Fig. 1: signal wires on met2
Drawn at 3 px/um.
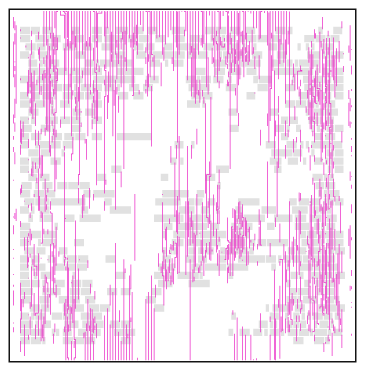
Fig. 2: close-up of the layout
Region (38, 38) to (78, 78) um. Cells in gray, sequential cells in the stronger gray; small squares are vias.
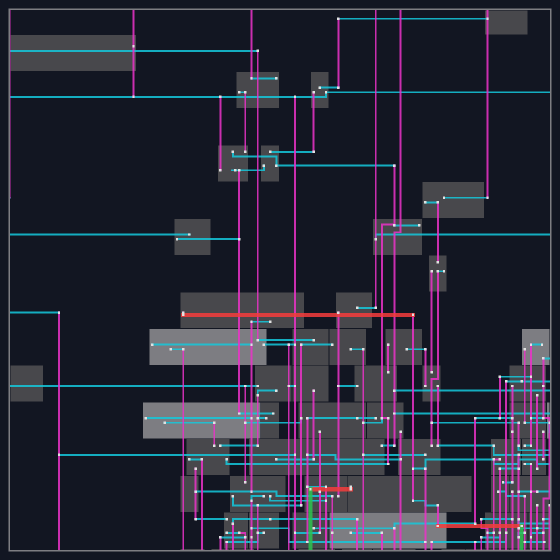
Fig. 3: placed standard cells
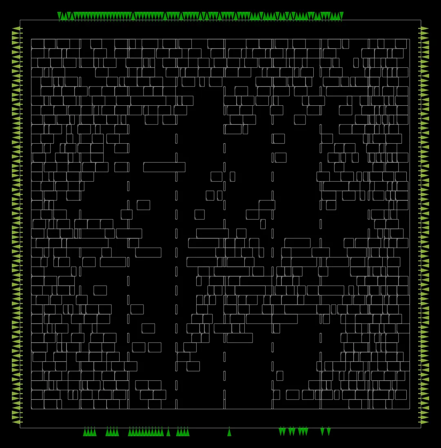
Fig. 4: metal layers overlaid
Drawn at 3 px/um. Only two layers are drawn.
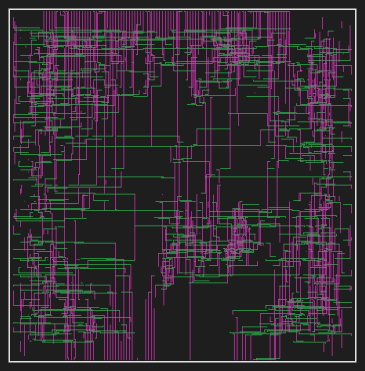
[config.mk]
export PLATFORM = sky130hd
export DESIGN_NAME = lb_arbiter2
export DESIGN_NICKNAME = d
export VERILOG_FILES = /design/src/rtl/lb_arb_pkg.sv /design/src/rtl/lb_arb_rr2.sv /design/src/rtl/lb_arbiter2.sv
export SDC_FILE = /design/constraint.sdc
export NUM_CORES = 1
export LEC_CHECK = 0
export CAP_MARGIN = 20
export CORE_AREA = 3 3 112 114
export DETAILED_ROUTE_END_ITERATION = 10
export DIE_AREA = 0 0 115 117
export PLACE_DENSITY = 0.69
export SLEW_MARGIN = 25
export SYNTH_ARGS = -nofsm -noshare
export SYNTH_HDL_FRONTEND = slang
export SYNTH_SLANG_ARGS = --single-unit
export TNS_END_PERCENT = 100
[constraint.sdc]
create_clock -name clk -period 2.2 [get_ports clk]
set_input_delay 0.33 -clock clk [delete_from_list [all_inputs] [get_ports clk]]
set_output_delay 0.33 -clock clk [all_outputs]
set_load 0.005 [all_outputs]
[src/rtl/lb_arb_pkg.sv]
// Shared types and helpers for the two-requester local-bus arbiter.
package lb_arb_pkg;

    // Transaction state: idle, write in flight, or read in flight.
    typedef enum logic [1:0] {
        IDLE = 2'd0,
        WR   = 2'd1,
        RD   = 2'd2
    } state_t;

    // Grant and priority pointer both name one of the two requesters.
    typedef logic gnt_t;

    localparam gnt_t GNT_M0 = 1'b0;
    localparam gnt_t GNT_M1 = 1'b1;

    // The read wait counter must hold 0 .. timeout-1.
    function automatic int cnt_w(input int timeout);
        return (timeout <= 2) ? 1 : $clog2(timeout);
    endfunction

endpackage

[src/rtl/lb_arb_rr2.sv]
// Two-way round-robin picker. The pointer only breaks ties when both
// requesters are asking at the same time.
module lb_arb_rr2
    import lb_arb_pkg::*;
(
    input  logic [1:0] req,
    input  gnt_t       ptr,
    output gnt_t       gnt,
    output logic       valid
);

    // A lone requester always wins; a tie goes to the pointer side.
    always_comb begin
        valid = |req;
        gnt   = GNT_M0;
        case (req)
            2'b01:   gnt = GNT_M0;
            2'b10:   gnt = GNT_M1;
            2'b11:   gnt = ptr;
            default: gnt = GNT_M0;
        endcase
    end

endmodule

[src/rtl/lb_arbiter2.sv]
// Shares one local-bus register-map slave between two requesters.
// One transaction is in flight at a time. Reads that the slave never
// answers are completed with TIMEOUT_VAL, so a requester cannot hang.
module lb_arbiter2
    import lb_arb_pkg::*;
#(
    parameter int                ADDR_W      = 12,
    parameter int                DATA_W      = 32,
    parameter int                RD_TIMEOUT  = 16,
    parameter logic [DATA_W-1:0] TIMEOUT_VAL = 'hbadc0de,
    localparam int               STRB_W      = DATA_W / 8
) (
    input  logic              clk,
    input  logic              rst,

    input  logic [ADDR_W-1:0] m0_waddr,
    input  logic [DATA_W-1:0] m0_wdata,
    input  logic [STRB_W-1:0] m0_wstrb,
    input  logic              m0_wen,
    output logic              m0_wready,
    input  logic [ADDR_W-1:0] m0_raddr,
    input  logic              m0_ren,
    output logic [DATA_W-1:0] m0_rdata,
    output logic              m0_rvalid,

    input  logic [ADDR_W-1:0] m1_waddr,
    input  logic [DATA_W-1:0] m1_wdata,
    input  logic [STRB_W-1:0] m1_wstrb,
    input  logic              m1_wen,
    output logic              m1_wready,
    input  logic [ADDR_W-1:0] m1_raddr,
    input  logic              m1_ren,
    output logic [DATA_W-1:0] m1_rdata,
    output logic              m1_rvalid,

    output logic [ADDR_W-1:0] lb_waddr,
    output logic [DATA_W-1:0] lb_wdata,
    output logic [STRB_W-1:0] lb_wstrb,
    output logic              lb_wen,
    input  logic              lb_wready,
    output logic [ADDR_W-1:0] lb_raddr,
    output logic              lb_ren,
    input  logic [DATA_W-1:0] lb_rdata,
    input  logic              lb_rvalid,
    output logic              rd_timeout
);

    localparam int               CNT_W    = cnt_w(RD_TIMEOUT);
    localparam logic [CNT_W-1:0] CNT_LAST = CNT_W'(RD_TIMEOUT - 1);
    localparam logic [CNT_W-1:0] CNT_MAX  = '1;

    state_t           state_q, state_d;
    gnt_t             gnt_q,   gnt_d;
    gnt_t             ptr_q,   ptr_d;
    logic [CNT_W-1:0] cnt_q,   cnt_d;

    logic [1:0]  req;
    gnt_t        pick;
    logic        pick_vld;
    logic        pick_wen;

    assign req      = {m1_wen | m1_ren, m0_wen | m0_ren};
    assign pick_wen = (pick == GNT_M1) ? m1_wen : m0_wen;

    lb_arb_rr2 u_rr (
        .req   (req),
        .ptr   (ptr_q),
        .gnt   (pick),
        .valid (pick_vld)
    );

    // Next state: arbitrate in IDLE, hold the grant until handshake or timeout.
    always_comb begin
        state_d = state_q;
        gnt_d   = gnt_q;
        ptr_d   = ptr_q;
        cnt_d   = cnt_q;
        case (state_q)
            IDLE: begin
                if (pick_vld) begin
                    gnt_d   = pick;
                    state_d = pick_wen ? WR : RD;
                    cnt_d   = '0;
                end
            end
            WR: begin
                if (lb_wready) begin
                    state_d = IDLE;
                    ptr_d   = ~gnt_q;
                end
            end
            RD: begin
                if (lb_rvalid || (cnt_q == CNT_LAST)) begin
                    state_d = IDLE;
                    ptr_d   = ~gnt_q;
                end else if (cnt_q != CNT_MAX) begin
                    cnt_d = cnt_q + 1'b1;
                end
            end
            default: state_d = IDLE;
        endcase
    end

    // State registers; reset abandons any in-flight transaction.
    always_ff @(posedge clk) begin
        if (rst) begin
            state_q <= IDLE;
            gnt_q   <= GNT_M0;
            ptr_q   <= GNT_M0;
            cnt_q   <= '0;
        end else begin
            state_q <= state_d;
            gnt_q   <= gnt_d;
            ptr_q   <= ptr_d;
            cnt_q   <= cnt_d;
        end
    end

    // Output decode from the registered state. Handshakes pass straight
    // through so the requester sees ready/valid in the slave's cycle; all
    // outputs are held at 0 while rst is high so no pulse escapes a reset.
    logic              rd_done;
    logic [DATA_W-1:0] rd_data;

    always_comb begin
        lb_waddr   = '0;
        lb_wdata   = '0;
        lb_wstrb   = '0;
        lb_wen     = 1'b0;
        lb_raddr   = '0;
        lb_ren     = 1'b0;
        rd_timeout = 1'b0;
        m0_wready  = 1'b0;
        m1_wready  = 1'b0;
        m0_rvalid  = 1'b0;
        m1_rvalid  = 1'b0;
        m0_rdata   = '0;
        m1_rdata   = '0;
        rd_done    = 1'b0;
        rd_data    = '0;
        if (!rst) begin
            case (state_q)
                WR: begin
                    lb_wen   = 1'b1;
                    lb_waddr = (gnt_q == GNT_M1) ? m1_waddr : m0_waddr;
                    lb_wdata = (gnt_q == GNT_M1) ? m1_wdata : m0_wdata;
                    lb_wstrb = (gnt_q == GNT_M1) ? m1_wstrb : m0_wstrb;
                    if (gnt_q == GNT_M1) m1_wready = lb_wready;
                    else                 m0_wready = lb_wready;
                end
                RD: begin
                    lb_ren   = 1'b1;
                    lb_raddr = (gnt_q == GNT_M1) ? m1_raddr : m0_raddr;
                    // Real data in the last wait cycle still beats the timeout.
                    if (lb_rvalid) begin
                        rd_done = 1'b1;
                        rd_data = lb_rdata;
                    end else if (cnt_q == CNT_LAST) begin
                        rd_done    = 1'b1;
                        rd_data    = TIMEOUT_VAL;
                        rd_timeout = 1'b1;
                    end
                    if (gnt_q == GNT_M1) begin
                        m1_rvalid = rd_done;
                        m1_rdata  = rd_data;
                    end else begin
                        m0_rvalid = rd_done;
                        m0_rdata  = rd_data;
                    end
                end
                default: ;
            endcase
        end
    end

endmodule

==> impl_metrics.yaml <==
# physical design summary
global_route:
  gr-usage-met1_pct: 19.43
  wire_length_of_the_first_global_routing_pass_um: 17820
  overflow: 0
  groute.layer.met3.usage_pct: 4.987
  grt_busiest_layer: "met2"
  grt_antenna_before_repair: 0
sta:
  min_period_over_period_pct: 98.45
  tns_ns: 0
  post_route_clock_skew_ns: 0.003087
  timing.final.crit_period_ns: 2.166
  slew_violations: 0
  final.setup.worst_slack_ns: 0.03408
synth:
  yosys-dominant-comb-family: "simple AND/OR/NAND/NOR gates"
  synthesis.area_per_instance_um2: 6.137
  yosys.stat.seqShare_pct: 8.528
  yosys-stat-area_mm2: 0.001878
  netlist_area_mm2: 0.001878
  ff_type: "dfxtp_1"
  ys_ff: 8
  yosys.area_share.xor_xnor_pct: 0
  edff_count_synth: 0
  yosys_cells: 306
routing:
  drt-initial-drc-count: 97
  met3_wirelength_um: 1317
  detail_route.drc_violations: 0
  route.met2.wl_um: 6376
  drt_pre_antenna_iters: 4
  top_layer: "met4"
cells_and_area:
  nNetsFinal: 780
  lay_top_count: "clkdlybuf4s50_1"
clock_network:
  tritoncts.num_buffers: 3
  number_of_h_tree_levels: 1
  cts_clk_pin_slew_worst_paths_ns: 0.04
  post_cts_hold_buffer_count: 0
  clkSinkCount: 8
critical_path:
  cp.depth: 5
  crit_end: "lb_raddr[2]"
  critPathBufInv: 2
  worst_ep_required_time_ns: 1.87
  worstRegToRegCells: 4
  timing.critical_path.fanout_max: 12
  crit_path_cell_trace: "nand2b_4, or2_4, buf_4, nor2_1, clkdlybuf4s50_1"
  slowest_delay_ns: 0.52
  crit-reg2reg-capture: "cnt_q[1]"
  crit_family: "buffers and inverters"
  timing.critical_path.from_type: "flip-flop"
place:
  detailedPlacementHpwl_um: 9781
  number_of_buffers_added_on_ports: 290
  placed_cells_incl_taps: 725
floorplan:
  chip_area_mm2: 0.01346
  fp_util_pct: 16.31
  placementRows: 39
  chipWidth_um: 115
power:
  p_switching_w: 0.0004327
  p_int_w: 0.0009883
  pwr-share-clk_pct: 22.8
  p_sw_share_pct: 30.45
min_path:
  whs_path_depth: 2
run:
  max_capacitance_violation_count: 0
status:
  outcome: "complete, no violations"
About Fig. 1:
The wires run mostly vertical. The longest straight run is 54.5 um.
met2 demand-to-capacity share in global routing: 30.40%
via total after detailed routing: 3,346

About Fig. 2:
Key: met2 = magenta; met4 = green; met1 = cyan; met3 = red
Most frequent: buf_4 (8), dfxtp_4 (3). Netlist names of flops here include state_q (2), gnt_q (1). Sequential cells in the window: 3. 43 logic cells have their middle in the window.

About Fig. 3:
share of cell area taken by flip-flops and latches: 3.181%
number of tap cells inserted: 143
area of the placeable core: 0.01152 mm^2
core utilization of the finished layout: 46.79%
Seq cells: 8

About Fig. 4:
Key: met2 = magenta [wire length 6,380 um]; met1 = green [wire length 4,910 um]

## state kept, by name, summed over array words and instances (netlist names)
name	cells
ptr_q	1
state_q	2
gnt_q	1
cnt_q	4
## power groups by stage
stage	clock network, W	registers, W	logic [W]
2_1_floorplan	0	0.000167	0.000331
3_3_place_gp	0	0.000170	0.000849
3_5_place_dp	0	0.000171	0.000851
4_1_cts	0.000332	0.000175	0.000918
5_1_grt	0.000345	0.000175	0.000991
6_report	0.000323	0.000174	0.000924
## cell type report
type | instances | area [um^2]
fillers | 1161 | 6127
repair buffers | 335 | 3272
multi-input cells | 266 | 1662
well taps | 143 | 178.9
flip-flops and latches | 8 | 171.4
clock buffers | 4 | 78.83
inverters | 5 | 23.77
diodes | 1 | 2.502
Power is estimated from default activity; no workload was simulated.
